`src/rtl/tomasulo_rs_if.sv`:
```
// Types and port bundle for the Tomasulo reservation station.
//   tomasulo_rs_pkg : dispatch_t (112b), cdb_t (48b), issue_t (110b) and the
//                     operand word/tag union they are built from.
//   tomasulo_rs_if  : dispatch_vld/dispatch/dispatch_rdy (dispatch side),
//                     cdb (broadcast snoop), issue_vld/issue/issue_ack
//                     (execution side), occupancy (status).
//                     slave = the station, master = whoever drives it.
package tomasulo_rs_pkg;
  localparam int XLEN  = 32;
  localparam int TAG_W = 5;
  localparam int ROB_W = 5;
  localparam int WA_W  = 5;
  localparam int OP_W  = 4;

  // The tag sits in the low bits of the word so a busy operand's u.w reads
  // back as a zero-extended tag.
  typedef struct packed {
    logic [XLEN-TAG_W-1:0] rsvd;
    logic [TAG_W-1:0]      tag;
  } opr_tag_t;

  typedef union packed {
    logic [XLEN-1:0] w;
    opr_tag_t        t;
  } opr_u_t;

  typedef struct packed {
    logic   busy;
    opr_u_t u;
  } oprand_t;

  typedef struct packed {
    logic [OP_W-1:0]  opcode;
    logic [TAG_W-1:0] tag;
    oprand_t [1:0]    oprand;
    logic [ROB_W-1:0] robid;
    logic [XLEN-1:0]  imm;
  } dispatch_t;

  typedef struct packed {
    logic             vld;
    logic [TAG_W-1:0] tag;
    logic [WA_W-1:0]  wa;
    logic [XLEN-1:0]  wdata;
    logic [ROB_W-1:0] robid;
  } cdb_t;

  typedef struct packed {
    logic [1:0][XLEN-1:0] rdata;
    logic [OP_W-1:0]      op;
    logic [TAG_W-1:0]     tag;
    logic [XLEN-1:0]      imm;
    logic [ROB_W-1:0]     robid;
  } issue_t;
endpackage

interface tomasulo_rs_if #(
  parameter int RS_N = 4
);
  import tomasulo_rs_pkg::*;

  logic                        dispatch_vld;
  dispatch_t                   dispatch;
  logic                        dispatch_rdy;
  cdb_t                        cdb;
  logic                        issue_vld;
  issue_t                      issue;
  logic                        issue_ack;
  logic [$clog2(RS_N+1)-1:0]   occupancy;

  modport slave (
    input  dispatch_vld, dispatch, cdb, issue_ack,
    output dispatch_rdy, issue_vld, issue, occupancy
  );

  modport master (
    output dispatch_vld, dispatch, cdb, issue_ack,
    input  dispatch_rdy, issue_vld, issue, occupancy
  );
endinterface

```
`src/rtl/tomasulo_rs.sv`:
```
// Reservation station for one functional-unit class.
// Holds up to RS_N dispatched entries, captures outstanding operands from the
// CDB, and moves the oldest entry with both operands resolved into a 1-deep
// output register that drives the execution unit over issue_vld/issue_ack.
// Ports:
//   clk  - clock, all state on the rising edge
//   rst  - synchronous active-high reset
//   rs   - tomasulo_rs_if.slave: dispatch, cdb snoop, issue, occupancy
module tomasulo_rs
  import tomasulo_rs_pkg::*;
#(
  parameter int RS_N = 4
) (
  input  logic         clk,
  input  logic         rst,
  tomasulo_rs_if.slave rs
);
  localparam int IDX_W = (RS_N > 1) ? $clog2(RS_N) : 1;
  localparam int OCC_W = $clog2(RS_N + 1);

  dispatch_t                    ent_q [RS_N];
  logic [RS_N-1:0]              valid_q;
  // age_q[j][i] = 1 : entry j was allocated before entry i
  logic [RS_N-1:0][RS_N-1:0]    age_q;
  logic [OCC_W-1:0]             occ_q;
  logic                         issue_vld_q;
  issue_t                       issue_q;

  logic [RS_N-1:0]              ready;
  logic [RS_N-1:0]              sel;
  logic                         sel_any;
  logic [IDX_W-1:0]             sel_idx;
  logic [IDX_W-1:0]             alloc_idx;
  logic                         disp_rdy;
  logic                         acc;
  logic                         take;
  dispatch_t                    new_ent;

  // cdb.wa / cdb.robid belong to the register file and ROB, not to us
  logic unused_cdb;
  assign unused_cdb = ^{rs.cdb.wa, rs.cdb.robid};

  function automatic oprand_t snoop(oprand_t o, cdb_t c);
    oprand_t r;
    r = o;
    if (c.vld && o.busy && (o.u.t.tag == c.tag)) begin
      r.busy = 1'b0;
      r.u.w  = c.wdata;
    end
    return r;
  endfunction

  function automatic issue_t to_issue(dispatch_t d);
    issue_t r;
    r.rdata[0] = d.oprand[0].u.w;
    r.rdata[1] = d.oprand[1].u.w;
    r.op       = d.opcode;
    r.tag      = d.tag;
    r.imm      = d.imm;
    r.robid    = d.robid;
    return r;
  endfunction

  // Per-entry ready and oldest-ready select. Readiness looks only at
  // registered operand state, so a capture shows up a cycle later.
  for (genvar g = 0; g < RS_N; g++) begin : g_ent
    logic [RS_N-1:0] older;
    always_comb begin
      older = '0;
      for (int j = 0; j < RS_N; j++) older[j] = age_q[j][g];
    end
    assign ready[g] = valid_q[g] & ~ent_q[g].oprand[0].busy & ~ent_q[g].oprand[1].busy;
    assign sel[g]   = ready[g] & ~|(older & ready);
  end

  // sel is one-hot or zero, so the encode order does not matter
  always_comb begin
    sel_any = |sel;
    sel_idx = '0;
    for (int i = 0; i < RS_N; i++)
      if (sel[i]) sel_idx = IDX_W'(i);
  end

  always_comb begin
    alloc_idx = '0;
    for (int i = RS_N - 1; i >= 0; i--)
      if (!valid_q[i]) alloc_idx = IDX_W'(i);
  end

  // Same-cycle broadcast is folded into the incoming entry so it is not lost
  always_comb begin
    new_ent           = rs.dispatch;
    new_ent.oprand[0] = snoop(rs.dispatch.oprand[0], rs.cdb);
    new_ent.oprand[1] = snoop(rs.dispatch.oprand[1], rs.cdb);
  end

  // Registered occupancy only: a slot freed this cycle is not reusable yet
  assign disp_rdy = ~rst & (occ_q != OCC_W'(RS_N));
  assign acc      = rs.dispatch_vld & disp_rdy;
  assign take     = sel_any & (~issue_vld_q | rs.issue_ack);

  // Entry payload: no reset needed, valid_q qualifies it
  always_ff @(posedge clk) begin
    for (int i = 0; i < RS_N; i++) begin
      if (acc && (alloc_idx == IDX_W'(i))) begin
        ent_q[i] <= new_ent;
      end else begin
        ent_q[i].oprand[0] <= snoop(ent_q[i].oprand[0], rs.cdb);
        ent_q[i].oprand[1] <= snoop(ent_q[i].oprand[1], rs.cdb);
      end
    end
  end

  always_ff @(posedge clk) begin
    if (rst) begin
      valid_q     <= '0;
      age_q       <= '0;
      occ_q       <= '0;
      issue_vld_q <= 1'b0;
      issue_q     <= '0;
    end else begin
      for (int i = 0; i < RS_N; i++) begin
        if (acc && (alloc_idx == IDX_W'(i)))      valid_q[i] <= 1'b1;
        else if (take && (sel_idx == IDX_W'(i)))  valid_q[i] <= 1'b0;
      end
      // New entry is older than nothing and younger than every valid entry
      if (acc) begin
        for (int j = 0; j < RS_N; j++) begin
          for (int k = 0; k < RS_N; k++) begin
            if (IDX_W'(j) == alloc_idx)      age_q[j][k] <= 1'b0;
            else if (IDX_W'(k) == alloc_idx) age_q[j][k] <= valid_q[j];
          end
        end
      end
      occ_q <= occ_q + OCC_W'(acc) - OCC_W'(take);
      if (take) begin
        issue_vld_q <= 1'b1;
        issue_q     <= to_issue(ent_q[sel_idx]);
      end else if (rs.issue_ack) begin
        issue_vld_q <= 1'b0;
      end
    end
  end

  assign rs.dispatch_rdy = disp_rdy;
  assign rs.issue_vld    = issue_vld_q;
  assign rs.issue        = issue_q;
  assign rs.occupancy    = occ_q;
endmodule

```
`src/flat_wrapper.sv`:
```
// flat-port wrapper written by rule: the top's interface ports become plain ports
module tomasulo_rs_flat import tomasulo_rs_pkg::*;
#(
  parameter int RS_N = 4
)
  (clk, rst, rs_dispatch_vld, rs_dispatch, rs_cdb, rs_issue_ack, rs_dispatch_rdy, rs_issue_vld, rs_issue, rs_occupancy);
  tomasulo_rs_if #(.RS_N(RS_N)) rs_i ();
  input  logic clk;
  input  logic rst;
  input wire logic [$bits(rs_i.dispatch_vld)-1:0] rs_dispatch_vld;
  input wire logic [$bits(rs_i.dispatch)-1:0] rs_dispatch;
  input wire logic [$bits(rs_i.cdb)-1:0] rs_cdb;
  input wire logic [$bits(rs_i.issue_ack)-1:0] rs_issue_ack;
  output wire logic [$bits(rs_i.dispatch_rdy)-1:0] rs_dispatch_rdy;
  output wire logic [$bits(rs_i.issue_vld)-1:0] rs_issue_vld;
  output wire logic [$bits(rs_i.issue)-1:0] rs_issue;
  output wire logic [$bits(rs_i.occupancy)-1:0] rs_occupancy;
  assign rs_i.dispatch_vld = rs_dispatch_vld;
  assign rs_i.dispatch = rs_dispatch;
  assign rs_i.cdb = rs_cdb;
  assign rs_i.issue_ack = rs_issue_ack;
  assign rs_dispatch_rdy = rs_i.dispatch_rdy;
  assign rs_issue_vld = rs_i.issue_vld;
  assign rs_issue = rs_i.issue;
  assign rs_occupancy = rs_i.occupancy;
  tomasulo_rs #(.RS_N(RS_N)) u_core (.clk(clk), .rst(rst), .rs(rs_i));
endmodule
```
`config.mk`:
```
export PLATFORM = sky130hd
export DESIGN_NAME = tomasulo_rs_flat
export DESIGN_NICKNAME = d
export VERILOG_FILES = /design/src/rtl/tomasulo_rs_if.sv /design/src/rtl/tomasulo_rs.sv /design/src/flat_wrapper.sv
export SDC_FILE = /design/constraint.sdc
export NUM_CORES = 1
export LEC_CHECK = 0
export ABC_AREA = 0
export ABC_CLOCK_PERIOD_IN_PS = 4100
export CAP_MARGIN = 10
export CORE_AREA = 3 3 334 336
export CTS_CLUSTER_DIAMETER = 200
export CTS_CLUSTER_SIZE = 28
export DETAILED_ROUTE_END_ITERATION = 7
export DIE_AREA = 0 0 337 339
export GPL_ROUTABILITY_DRIVEN = 0
export GPL_TIMING_DRIVEN = 0
export HOLD_SLACK_MARGIN = 0.15
export PLACE_DENSITY = 0.41
export SYNTH_ARGS = -nofsm -noshare
export SYNTH_HDL_FRONTEND = slang
export SYNTH_SLANG_ARGS = --single-unit
```
`constraint.sdc`:
```
create_clock -name clk -period 4.1 [get_ports clk]
set_clock_uncertainty 0.2 [all_clocks]
set_input_delay 0.82 -clock clk [delete_from_list [all_inputs] [get_ports clk]]
set_output_delay 0.82 -clock clk [all_outputs]
set_load 0.05 [all_outputs]
```
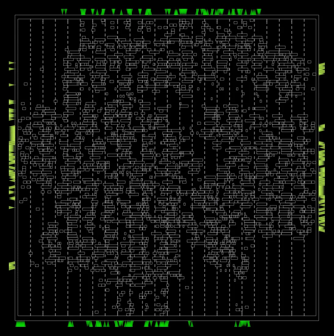
placed.png
# fillers: 11145
fraction of area in registers: 52.84%
CORE AREA: 108900 sq um
Final Core Density: 27.92%
tap cells: 1414

==> Changelog: implementation <==
## Implementation

- Status: completed
- Top cells by area: edfxtp_1 (54%), dfxtp_1 (10%), mux2_2 (8.7%)
- Clock-cell share: roughly 2.3%
- Max reg flops: around 450
- Pin count of the biggest net entering global routing: approximately 47
- Min-Delay Endpoint: u_core.age_q[8]$_SDFFE_PP0P_
- Ports: between 200 and 300
- GRT Residual Overflow: 0
- Mux share of post-synthesis cell area: approximately an eighth
- Critical Path End: u_core.ent_q[0][86]$_DFFE_PP_
- WL met3: approximately 5.2 mm
- Reg2Reg Setup Slack: 0.23 ns
- Crit-path slowest cell: nor2_1
- Sink Count: about 580
- Dpl cell area: between 20000 and 30000 sq um
- CTS tree: yes
- Sequential cells: approximately 580
- H-Tree Depth: 1
- Row cnt: between 100 and 150
- Top reg by flops: u_core.ent_q
- Switching Fraction: around 28%
- Cell area after synthesis: about 25000 sq um
- Lkg Pwr: ~9.4 nW
- Max-cap viol count: 0
- Root buf cell: clkbuf_16
- Log Warnings: 39
- Drt initial violations: between 1000 and 1500
- Adder-cell area share of the yosys netlist: 0.3809%
- Kind of critical path: in -> reg
- Seq. pwr: approximately 0.007 W
- Achievable Freq: 257.8 MHz
- RSZ-0062 raised after global routing: false
- Worst-path fanout max: 10
- Hold slack: roughly 0.28 ns
- Synthesized Nets: between 2000 and 2500
- Worst r2r src: u_core.ent_q[1][69]$_SDFFCE_PN0P_
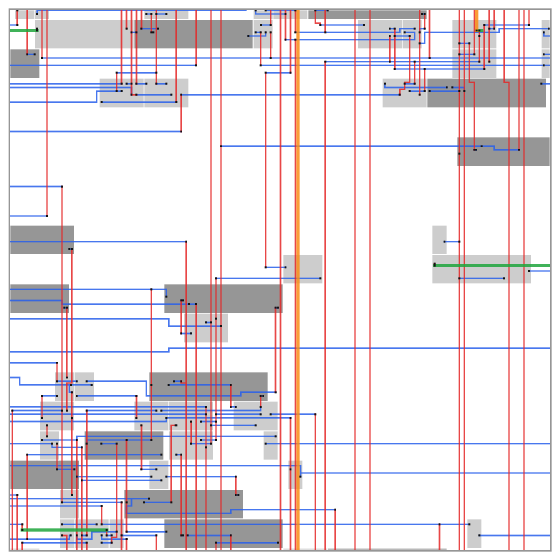
closeup.png
Window x 144 to 194, y 212 to 262 um. Cells in gray, sequential cells in the stronger gray; small squares are vias.
red -> M2
green -> M3
blue -> M1
orange -> M4
cells with their middle in the window = 39
most frequent = edfxtp_1 (9), mux2_2 (6), mux2_1 (4)
netlist names of flops here include = `u_core.ent_q` (9), `u_core.rs.issue` (1)
sequential cells in the window = 10

No activity file was given, so power comes from the tool's default toggle rates.
